[config.mk]
export PLATFORM = sky130hd
export DESIGN_NAME = fifo_burst_reader_flat
export DESIGN_NICKNAME = d
export VERILOG_FILES = /design/src/rtl/fifo_burst_reader_if.sv /design/src/rtl/fifo_burst_reader.sv /design/src/flat_wrapper.sv
export SDC_FILE = /design/constraint.sdc
export NUM_CORES = 1
export LEC_CHECK = 0
export CAP_MARGIN = 10
export CORE_ASPECT_RATIO = 0.6
export CORE_MARGIN = 3
export CORE_UTILIZATION = 50
export CTS_CLUSTER_SIZE = 25
export DETAILED_ROUTE_END_ITERATION = 16
export PLACE_DENSITY = 0.82
export SLEW_MARGIN = 20
export SYNTH_ARGS = -nofsm -noshare
export SYNTH_HDL_FRONTEND = slang
export SYNTH_SLANG_ARGS = --single-unit
[constraint.sdc]
create_clock -name r_clk -period 3.6 [get_ports r_clk]
set_input_delay 0.54 -clock r_clk [delete_from_list [all_inputs] [get_ports r_clk]]
set_output_delay 0.54 -clock r_clk [all_outputs]
set_load 0.02 [all_outputs]
[src/rtl/fifo_burst_reader_if.sv]
// Handshake bundle between the burst reader, its command source, the async FIFO
// read port and the downstream stream sink.
interface fifo_burst_reader_if #(
    parameter int DATA_SIZE = 8,
    parameter int LEN_W     = 8
);
    logic                 cmd_valid;
    logic                 cmd_ready;
    logic [LEN_W-1:0]     cmd_len;
    logic                 fifo_empty;
    logic [DATA_SIZE-1:0] fifo_r_data;
    logic                 fifo_r_en;
    logic                 out_valid;
    logic                 out_ready;
    logic [DATA_SIZE-1:0] out_data;
    logic                 out_last;
    logic                 busy;
    logic                 done;

    modport master (
        input  cmd_valid, cmd_len, fifo_empty, fifo_r_data, out_ready,
        output cmd_ready, fifo_r_en, out_valid, out_data, out_last, busy, done
    );

    modport slave (
        output cmd_valid, cmd_len, fifo_empty, fifo_r_data, out_ready,
        input  cmd_ready, fifo_r_en, out_valid, out_data, out_last, busy, done
    );
endinterface

[src/rtl/fifo_burst_reader.sv]
// Burst consumer for the read side of the async FIFO: pops N words into a
// 2-entry skid buffer and streams them out with last-beat marking.
module fifo_burst_reader #(
    parameter int DATA_SIZE = 8,
    parameter int LEN_W     = 8
) (
    input  logic                 r_clk,
    input  logic                 r_rst_n,
    fifo_burst_reader_if.master  bus
);
    typedef enum logic [1:0] {IDLE, READ, DRAIN, DONE} state_t;

    localparam logic [LEN_W-1:0] LEN_ONE = LEN_W'(1);

    state_t               state_q, state_d;
    logic [LEN_W-1:0]     remaining_q, remaining_d;
    logic [LEN_W-1:0]     sent_left_q, sent_left_d;
    logic [1:0]           buf_cnt_q, buf_cnt_d;
    logic [DATA_SIZE-1:0] head_q, head_d;
    logic [DATA_SIZE-1:0] tail_q, tail_d;
    logic                 pop;
    logic                 beat_hs;
    logic                 out_valid;

    // Pop only on current occupancy; no look-ahead on out_ready keeps the
    // FIFO read path short and makes popping an empty FIFO impossible.
    assign pop       = (state_q == READ) && !bus.fifo_empty &&
                       (remaining_q != '0) && (buf_cnt_q < 2'd2);
    assign out_valid = (buf_cnt_q != 2'd0);
    assign beat_hs   = out_valid && bus.out_ready;

    assign bus.fifo_r_en = pop;
    assign bus.out_valid = out_valid;
    assign bus.out_data  = head_q;
    assign bus.out_last  = out_valid && (sent_left_q == LEN_ONE);
    assign bus.cmd_ready = (state_q == IDLE);
    assign bus.busy      = (state_q == READ) || (state_q == DRAIN);
    assign bus.done      = (state_q == DONE);

    always_comb begin
        state_d     = state_q;
        remaining_d = remaining_q;
        sent_left_d = sent_left_q;

        if (pop) begin
            remaining_d = remaining_q - LEN_ONE;
        end
        if (beat_hs && (sent_left_q != '0)) begin
            sent_left_d = sent_left_q - LEN_ONE;
        end

        case (state_q)
            IDLE: begin
                if (bus.cmd_valid) begin
                    remaining_d = bus.cmd_len;
                    sent_left_d = bus.cmd_len;
                    state_d     = (bus.cmd_len == '0) ? DONE : READ;
                end
            end
            READ: begin
                if (remaining_d == '0) begin
                    state_d = DRAIN;
                end
            end
            DRAIN: begin
                if (sent_left_d == '0) begin
                    state_d = DONE;
                end
            end
            DONE:    state_d = IDLE;
            default: state_d = IDLE;
        endcase
    end

    // Skid buffer: head feeds the output, tail catches a pop while head stalls.
    always_comb begin
        head_d    = head_q;
        tail_d    = tail_q;
        buf_cnt_d = buf_cnt_q;

        case ({pop, beat_hs})
            2'b10: begin
                if (buf_cnt_q == 2'd0) begin
                    head_d = bus.fifo_r_data;
                end else begin
                    tail_d = bus.fifo_r_data;
                end
                buf_cnt_d = buf_cnt_q + 2'd1;
            end
            2'b01: begin
                head_d    = tail_q;
                buf_cnt_d = buf_cnt_q - 2'd1;
            end
            2'b11: begin
                if (buf_cnt_q == 2'd1) begin
                    head_d = bus.fifo_r_data;
                end else begin
                    head_d = tail_q;
                    tail_d = bus.fifo_r_data;
                end
            end
            default: ;
        endcase
    end

    always_ff @(posedge r_clk or negedge r_rst_n) begin
        if (!r_rst_n) begin
            state_q     <= IDLE;
            remaining_q <= '0;
            sent_left_q <= '0;
            buf_cnt_q   <= 2'd0;
            head_q      <= '0;
            tail_q      <= '0;
        end else begin
            state_q     <= state_d;
            remaining_q <= remaining_d;
            sent_left_q <= sent_left_d;
            buf_cnt_q   <= buf_cnt_d;
            head_q      <= head_d;
            tail_q      <= tail_d;
        end
    end
endmodule

[src/flat_wrapper.sv]
// flat-port wrapper written by rule: the top's interface ports become plain ports
module fifo_burst_reader_flat 
#(
    parameter int DATA_SIZE = 8,
    parameter int LEN_W     = 8
)
  (r_clk, r_rst_n, bus_cmd_valid, bus_cmd_len, bus_fifo_empty, bus_fifo_r_data, bus_out_ready, bus_cmd_ready, bus_fifo_r_en, bus_out_valid, bus_out_data, bus_out_last, bus_busy, bus_done);
  fifo_burst_reader_if #(.DATA_SIZE(DATA_SIZE), .LEN_W(LEN_W)) bus_i ();
  input  logic r_clk;
  input  logic r_rst_n;
  input wire logic [$bits(bus_i.cmd_valid)-1:0] bus_cmd_valid;
  input wire logic [$bits(bus_i.cmd_len)-1:0] bus_cmd_len;
  input wire logic [$bits(bus_i.fifo_empty)-1:0] bus_fifo_empty;
  input wire logic [$bits(bus_i.fifo_r_data)-1:0] bus_fifo_r_data;
  input wire logic [$bits(bus_i.out_ready)-1:0] bus_out_ready;
  output wire logic [$bits(bus_i.cmd_ready)-1:0] bus_cmd_ready;
  output wire logic [$bits(bus_i.fifo_r_en)-1:0] bus_fifo_r_en;
  output wire logic [$bits(bus_i.out_valid)-1:0] bus_out_valid;
  output wire logic [$bits(bus_i.out_data)-1:0] bus_out_data;
  output wire logic [$bits(bus_i.out_last)-1:0] bus_out_last;
  output wire logic [$bits(bus_i.busy)-1:0] bus_busy;
  output wire logic [$bits(bus_i.done)-1:0] bus_done;
  assign bus_i.cmd_valid = bus_cmd_valid;
  assign bus_i.cmd_len = bus_cmd_len;
  assign bus_i.fifo_empty = bus_fifo_empty;
  assign bus_i.fifo_r_data = bus_fifo_r_data;
  assign bus_i.out_ready = bus_out_ready;
  assign bus_cmd_ready = bus_i.cmd_ready;
  assign bus_fifo_r_en = bus_i.fifo_r_en;
  assign bus_out_valid = bus_i.out_valid;
  assign bus_out_data = bus_i.out_data;
  assign bus_out_last = bus_i.out_last;
  assign bus_busy = bus_i.busy;
  assign bus_done = bus_i.done;
  fifo_burst_reader #(.DATA_SIZE(DATA_SIZE), .LEN_W(LEN_W)) u_core (.r_clk(r_clk), .r_rst_n(r_rst_n), .bus(bus_i));
endmodule
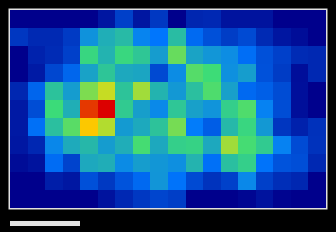
*Routed metal per tile, run 1*
Scale bar: 20 um. The die is cut into 18 by 11 equal tiles; dark blue is low, red is high, scaled to the fullest tile. Values are wire area over tile area, all layers added.
fullest tile: 0.68
nearly empty tiles: 15%
emptiest ninth of the die: top right
mean over tiles: 0.16
tiles over half the peak: 8.6%
GRT Total Usage: 0.208
drt total wl: 5.04 mm

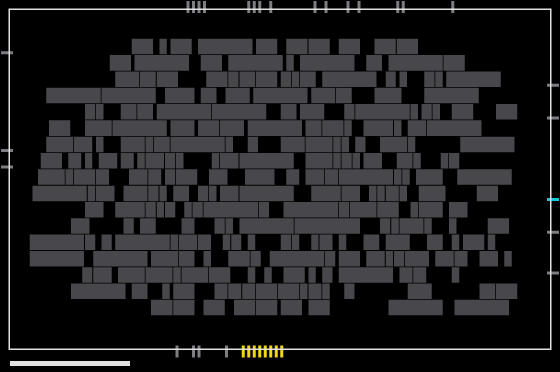
*Ports around the boundary, run 1*
Scale bar: 20 um. Pins as bars across the die edge, other pins in gray.
legend:
  bus_fifo_r_en:
    color: cyan
    pins: 1
    direction: output
    edge: right
  bus_cmd_len:
    color: yellow
    pins: 8
    direction: input
    edge: bottom
all pins by edge: 15 top, 12 bottom, 5 right, 3 left

==> results.json, run 1 <==
{
  "status": "complete, no violations",
  "crit_buf_inv": 2,
  "p_per_area_nw_per_um2": 862,
  "buf_share": 0.135,
  "syn-instance-count": 222,
  "nNonClkInverters": 16,
  "ys_sh_simple": 0.179,
  "finalCriticalPeriod_ns": 3.04,
  "seq_cells": 36,
  "postLayoutCellArea_um2": 2630,
  "top_usage_layer": "met1",
  "setup.worst_path.end_class": "primary output",
  "drtPass1Iterations": 5,
  "coreArea_um2": 3870,
  "yosys.cell_types.count": 44,
  "rsz0062_at_grt": "no",
  "synth_nets": 257,
  "whs_ns": 0.489,
  "pin_count": 35,
  "clkTransAtPathRegs_ns": 0.08,
  "layout_setup_ws_ns": 0.559,
  "netlist_logic_family_top": "simple AND/OR/NAND/NOR gates",
  "muxShareOfSynthArea": 0.0614,
  "post_cts_resized": 0,
  "drc": 0,
  "multi_input_comb_cells": 163,
  "drtIter0Drc": 140,
  "internal_power_mw": 1.32,
  "routed-wl-met3_um": 319,
  "grtUsageMet2": 0.270,
  "place_hpwl_mm": 3.75,
  "ant_nets": 0,
  "met3_usage": 0.0535,
  "comb-power_mw": 1.11,
  "synth-edff-count": 0,
  "area_growth_pct": 23.9,
  "ys_area_um2": 2120,
  "layout_top_cells": "36 x dfrtp_1, 34 x clkdlybuf4s50_1, 23 x nand2_1",
  "whs_endpoint": "u_core.bus.out_data[7]",
  "htreeDepth": 2,
  "sh_comb_area": 0.429,
  "p_sw_frac": 0.417,
  "power_leader": "combinational cells",
  "post_dp_cell_area_um2": 2510,
  "dpl_worst_slack_ns": 0.793,
  "worst_ep_arrival_time_ns": 2.50,
  "async_flop_share": 1.00,
  "nWellTaps": 57,
  "max_freq_ghz": 0.329,
  "crit_path_start_kind": "flip-flop",
  "rows": 17,
  "route.met2.wl_mm": 2.06,
  "antenna_found_initial": 0,
  "maxSlewViolCount": 0,
  "n_all_buffers": 36,
  "fp_util": 0.547,
  "pg_seq_mw": 0.790,
  "rr_worst_depth": 10
}
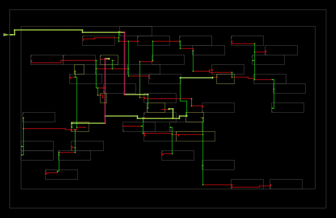
*Clock wiring as the flow saved it, run 1*
CTS Buf Count: 5
Clock Skew: 0.0106 ns
Latency at later pin: 0.30 ns
Sink Count: 36

-- run 1: cell families (layout without fill, tap and decap cells) --
group | after synthesis | after routing
xor+xnor | 10 | 10
compound gates | 54 | 54
buf+inv | 23 | 60
mux | 12 | 12
fa+ha+maj | 14 | 14
flops | 36 | 36
simple gates | 73 | 73
-- run 1: worst max path at each step --
stage | cells past startpoint | to | from | slack [ns]
after global routing | 5 | bus_fifo_r_en | u_core.remaining_q[0] | 0.47
after global placement | 8 | u_core.tail_q[2] | u_core.remaining_q[0] | 0.92
final | 5 | bus_fifo_r_en | u_core.remaining_q[0] | 0.56
after floorplan | 10 | u_core.tail_q[0] | u_core.remaining_q[0] | 0.89
after CTS | 5 | bus_fifo_r_en | u_core.remaining_q[0] | 0.58
after detailed placement | 8 | u_core.tail_q[0] | u_core.remaining_q[0] | 0.79
-- run 1: state kept, by name, summed over array words and instances (netlist names) --
register / flops
u_core.remaining_q: 8
u_core.sent_left_q: 8
u_core.tail_q: 8
u_core.state_q: 2
u_core.bus.out_data: 8
u_core.buf_cnt_q: 2
-- run 1: synthesized netlist by cell type, types with 5 or more instances --
library cell  instances  area, um2
dfrtp_1              36        901
nand2_1              23       86.3
nor2_1               20       75.1
inv_1                16       60.1
a21oi_1              14       70.1
ha_1                 14        175
o21ai_0              12       60.1
a22oi_1               9       67.6
mux2_2                8       90.1
xnor2_1               6       52.6
clkbuf_1              5       18.8
-- run 1: worst reg2reg max path, delay by kind of cell (launching register included) --
| family | cells | cell delay [ns] |
|---|---|---|
| AOI/OAI and AO/OA | 4 | 0.88 |
| and+or+nand+nor | 2 | 0.93 |
| adders and majority gates | 2 | 0.39 |
| buffers and inverters | 2 | 0.23 |
| DFF | 1 | 0.42 |
### The metal 1 layer, run 1

Scale bar: 20 um.
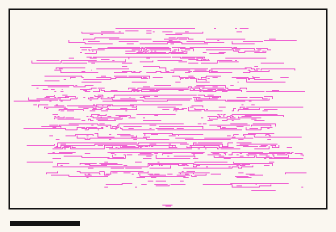

## Run 2: what changed since run 1
Clock period 3.6 ns to 2.9 ns, I/O delays scaled along.
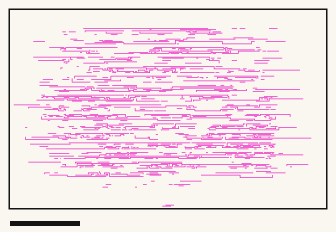
*The metal 1 layer, run 2*
Scale bar: 20 um.
main direction: horizontal
wire length on this layer: 2,670 um
longest straight run: 35.4 um

==> results.json, run 2 <==
{
  "pin_count": 35,
  "place_inst": 312,
  "most_common_cell": "dfrtp_1",
  "rsz0062_at_grt": "no",
  "status": "complete, no violations",
  "p_comb_frac": 0.515,
  "gp_congestion": 0.860,
  "wl_mm": 4.95,
  "yosys.area_share.aoi": 0.167,
  "async_flop_share": 1.00,
  "rr_worst_depth": 8,
  "post_dp_cell_area_um2": 2540,
  "synthAdderAreaFrac": 0.0827,
  "crit_buf_inv": 1,
  "cts_tree": "yes",
  "drc": 0,
  "whs_ns": 0.484,
  "p_per_area_nw_per_um2": 1040,
  "endpoint": "u_core.tail_q[2]",
  "htreeDepth": 2,
  "instances_no_fill": 320,
  "cts_made_buffers": 5,
  "ys_area_um2": 2120,
  "crit_family": "AND-OR/OR-AND gates",
  "netlist_logic_family_top": "simple AND/OR/NAND/NOR gates",
  "layout.nets": 297,
  "cp.depth": 8,
  "max_freq_ghz": 0.370,
  "fp_util": 0.547,
  "cp_common_cell": "ha_1",
  "synthTopCellsByCount": "36 x dfrtp_1, 23 x nand2_1, 20 x nor2_1",
  "layout_setup_ws_ns": 0.195,
  "maxSlewViolCount": 0,
  "ant_nets": 0,
  "dpl_worst_slack_ns": 0.118,
  "leakage_nw": 1.11,
  "grt_max_degree": 37,
  "reg2reg_from": "u_core.remaining_q[0]",
  "sequentialPowerShare": 0.355,
  "postLayoutCellArea_um2": 2630,
  "crit_path_start_kind": "flip-flop",
  "coreArea_um2": 3870,
  "critical_path_class": "flip-flop to flip-flop",
  "final_util": 0.680,
  "ys_sh_simple": 0.179,
  "clkTransAtPathRegs_ns": 0.08,
  "clk_path_buf_depth": 2,
  "synth-edff-count": 0,
  "mostFrequentLayoutCell": "dfrtp_1",
  "ys_seq_share": 0.425,
  "syn-instance-count": 222,
  "xor_area_frac": 0.0413,
  "rows": 17,
  "cts_root_buffer": "clkbuf_8",
  "worst_ep_arrival_time_ns": 2.89,
  "layout_top_cells": "36 x dfrtp_1, 33 x clkdlybuf4s50_1, 23 x nand2_1",
  "track_usage": 0.205,
  "yosys.cell_types.count": 44,
  "diodes": 0,
  "topCellsByArea": "dfrtp_1 43%, ha_1 8.3%, mux2_2 4.3%, nand2_1 4.1%, nor2_1 3.5%",
  "die_h_um": 56.4,
  "grt-ovfl-total": 0,
  "syn-mean-instance-area_um2": 9.54,
  "startpoint": "u_core.remaining_q[0]",
  "place_hpwl_mm": 3.72,
  "reg2reg_to": "u_core.tail_q[2]",
  "p_sw_frac": 0.426,
  "skew_ns": 0.00837,
  "fin_tns_setup_ns": 0,
  "cts.sinks": 36,
  "yosys.area.top_type": "dfrtp_1",
  "r2r_slack_ns": 0.19,
  "muxShareOfSynthArea": 0.0614,
  "top_area_frac": 0.425,
  "antenna_found_initial": 0,
  "area_growth_pct": 24.2,
  "internal_power_mw": 1.57,
  "finalCriticalPeriod_ns": 2.71,
  "path_cells": "inv_1, ha_1, or3b_2, o2111a_2, ha_1, nand2_1, o211a_2, mux2_2",
  "synth_nets": 257,
  "clkLatencyLatePin_ns": 0.30,
  "setup.worst_path.end_class": "flip-flop",
  "drtIter0Drc": 143,
  "critPathMaxFanout": 9,
  "drtPass1Iterations": 5
}
run 2: cell count changes in the layout (fill, tap and decap cells not counted):
cell and change:
o211a_2 +1, clkdlybuf4s50_1 -1, dlygate4sd2_1 +1, buf_4 +4, o211a_1 -1, bufinv_16 -1, clkinv_2 +1, o2111a_2 +1
clkinvlp_4 -1, clkinv_4 +1, o2111a_1 -1
run 2: cell type report:
type,count,area (um2)
clock buffer,5,68.8
clock inverter,3,18.8
fill,313,1240
inverter,16,60.1
multi-input combinational,163,1130
sequential,36,901
tap,57,71.3
timing repair buffer,40,384
run 2: repair_timing:
action | in CTS | in global routing
buffers inserted | 0 | 0
gates resized | 1 | 2
cloned | 0 | 0
endpoints found under the setup margin | 1 | 8
run 2: routing by layer:
| metal | share of wire | routed length [um] | track usage |
|---|---|---|---|
| met2 | 0.39 | 1950 | 0.258 |
| met1 | 0.54 | 2670 | 0.326 |
| met5 | 0 | 0 | 0 |
| met3 | 0.058 | 286 | 0.0549 |
| met4 | 0.0091 | 45 | 0.0697 |
run 2: how the worst min path moves through the flow:
stage | to | cells past startpoint
after global placement | u_core.bus.out_data[0] | 2
after floorplan | u_core.buf_cnt_q[0] | 0
after global routing | u_core.bus.out_data[6] | 2
after detailed placement | u_core.bus.out_data[0] | 2
final | u_core.bus.out_data[6] | 2
after CTS | u_core.bus.out_data[0] | 2
run 2: power by group through the flow:
stage / Sequential [mW] / Clock (mW) / Combinational, mW
floorplan: 0.980 / 0 / 0.922
global placement: 0.969 / 0 / 1.37
detailed placement: 0.978 / 0 / 1.39
CTS: 0.970 / 0.361 / 1.40
global route: 1.01 / 0.381 / 1.57
finish: 0.973 / 0.355 / 1.41
### Clock wiring as the flow saved it, run 2

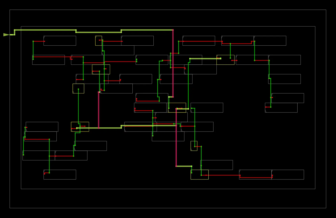

## Run 3: what changed since run 2
==> constraint.sdc (replaced) <==
create_clock -name r_clk -period 2.9 [get_ports r_clk]
set_input_delay 0.435 -clock r_clk [delete_from_list [all_inputs] [get_ports r_clk]]
set_output_delay 0.435 -clock r_clk [all_outputs]
set_load 0.01 [all_outputs]
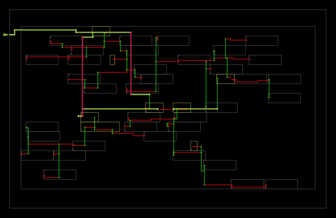
*Clock wiring as the flow saved it, run 3*
Clock Skew: 0.00864 ns
Clock Power: 0.440 mW
sequential cell count: 36

==> results.json, run 3 <==
{
  "layout_setup_ws_ns": 0.119,
  "p_total_mw": 2.79,
  "diodes": 0,
  "finalCriticalPeriod_ns": 2.78,
  "setup.worst_path.end_class": "primary output",
  "topCellsByArea": "dfrtp_1 43%, ha_1 8.3%, mux2_2 4.3%, nand2_1 4.1%, nor2_1 3.5%",
  "yosys.cell_types.count": 44,
  "post_dp_cell_area_um2": 2540,
  "clkLatencyLatePin_ns": 0.29,
  "die_w_um": 90.0,
  "instances_no_fill": 320,
  "viasPerCell": 5.78,
  "synth_nets": 257,
  "pin_count": 35,
  "place_hpwl_mm": 4.00,
  "fin_tns_setup_ns": 0,
  "place_inst": 312,
  "final_util": 0.685,
  "chip_area_um2": 5080,
  "yosys.area.top_type": "dfrtp_1",
  "grt_pass1_vias": 1682,
  "gp_congestion": 0.835,
  "fp_util": 0.547,
  "critical_path_class": "flip-flop to primary output",
  "coreArea_um2": 3870,
  "max_freq_ghz": 0.360,
  "antenna_found_initial": 0,
  "status": "complete, no violations",
  "post_cts_resized": 0,
  "grt_max_degree": 37,
  "rows": 17,
  "top_area_frac": 0.425,
  "whs_ns": 0.481,
  "crit_family": "buffers and inverters",
  "ys_seq_share": 0.425,
  "yosys_warnings": 0,
  "r2r_slack_ns": 0.18,
  "syn-mean-instance-area_um2": 9.54,
  "clkTransAtPathRegs_ns": 0.08,
  "cts_made_buffers": 5,
  "synth-edff-count": 0,
  "htreeDepth": 2,
  "ant_nets": 0,
  "maxSlewViolCount": 0,
  "crit_path_start_kind": "flip-flop",
  "cts.sinks": 36,
  "post-cts-setup-buffer-count": 0,
  "ys_area_um2": 2120,
  "final_hold_viol_count": 0,
  "clk_path_buf_depth": 2,
  "routed-via-count": 1850,
  "p_per_area_nw_per_um2": 1050,
  "grt-ovfl-total": 0,
  "n_fill_cell": 313,
  "layout_top_cells": "36 x dfrtp_1, 34 x clkdlybuf4s50_1, 23 x nand2_1",
  "flop_cell": "dfrtp_1",
  "wl_per_cell_um": 16.3,
  "dpl_worst_slack_ns": 0.0667,
  "rsz0062_at_grt": "no",
  "area_growth_pct": 25.2,
  "die_h_um": 56.4,
  "most_common_cell": "dfrtp_1",
  "track_usage": 0.212,
  "drtPass1Iterations": 4,
  "cts_tree": "yes",
  "path_cells": "inv_1, ha_1, or3b_2, o2111a_2, clkdlybuf4s50_1",
  "max_cap_viol_count": 0,
  "worst_ep_arrival_time_ns": 2.35,
  "wl_mm": 5.21,
  "mostFrequentLayoutCell": "dfrtp_1",
  "crit_buf_inv": 2,
  "drc": 0,
  "critPathMaxFanout": 9,
  "postLayoutCellArea_um2": 2650,
  "ys_cells": 222,
  "leakage_nw": 1.12,
  "async_flop_share": 1.00,
  "ys_seq_elements": 36,
  "syn-instance-count": 222,
  "synthTopCellsByCount": "36 x dfrtp_1, 23 x nand2_1, 20 x nor2_1",
  "layout.nets": 297,
  "fin_crit_sh": 0.959,
  "drtIter0Drc": 107,
  "finalSetupViolations": 0,
  "cts_root_buffer": "clkbuf_8"
}
[run 3: cell types whose count changed in the layout (fill, tap and decap cells not counted), sizes merged]
cell and change:
dlygate4sd2 -1, clkdlybuf4s50 +1, clkinv -2, bufinv +1, clkbuf +1
[run 3: path summary, 6_finish.rpt]
kind,end,cells after the start,startpoint
worst max-delay path,bus_fifo_r_en,5,u_core.remaining_q[0]
worst min-delay path,u_core.bus.out_data[1],2,u_core.bus.out_data[1]
worst max register to register,u_core.tail_q[2],8,u_core.remaining_q[0]
worst min register to register,u_core.bus.out_data[1],2,u_core.bus.out_data[1]
max in group asynchronous,u_core.sent_left_q[5],2,r_rst_n
min in group asynchronous,u_core.buf_cnt_q[1],2,r_rst_n
[run 3: final cells by class]
cell class | count | area (um2) | share of cell area
multi-input combinational | 163 | 1130 | 0.425
sequential | 36 | 901 | 0.340
timing repair buffer | 40 | 385 | 0.145
clock buffer | 6 | 72.6 | 0.0274
tap | 57 | 71.3 | 0.0269
inverter | 16 | 60.1 | 0.0226
clock inverter | 2 | 35.0 | 0.0132
[run 3: layer usage]
layer,wire (um),vias to the layer above,part of all wire,GRT usage
li1,-,883,-,-
met1,2610,910,0.50,0.318
met2,2170,52,0.42,0.291
met3,398,5,0.076,0.0669
met4,40,0,0.0077,0.0566
met5,0,-,0,0
[run 3: cells by family after synthesis]
group | count (synthesis) | synth area share
xor gates and xnor gates | 10 | 0.0413
adders and majority gates | 14 | 0.0827
buffers and inverters | 23 | 0.0431
and+or+nand+nor | 73 | 0.179
AOI/OAI and AO/OA | 54 | 0.167
DFF | 36 | 0.425
muxes | 12 | 0.0614
[run 3: power breakdown]
part	internal (mW)	switching, mW
sequential	0.751	0.223
combinational	0.659	0.720
clock	0.255	0.185
total	1.67	1.13
Power figures rest on the tool's default switching activity, not on a simulated workload.
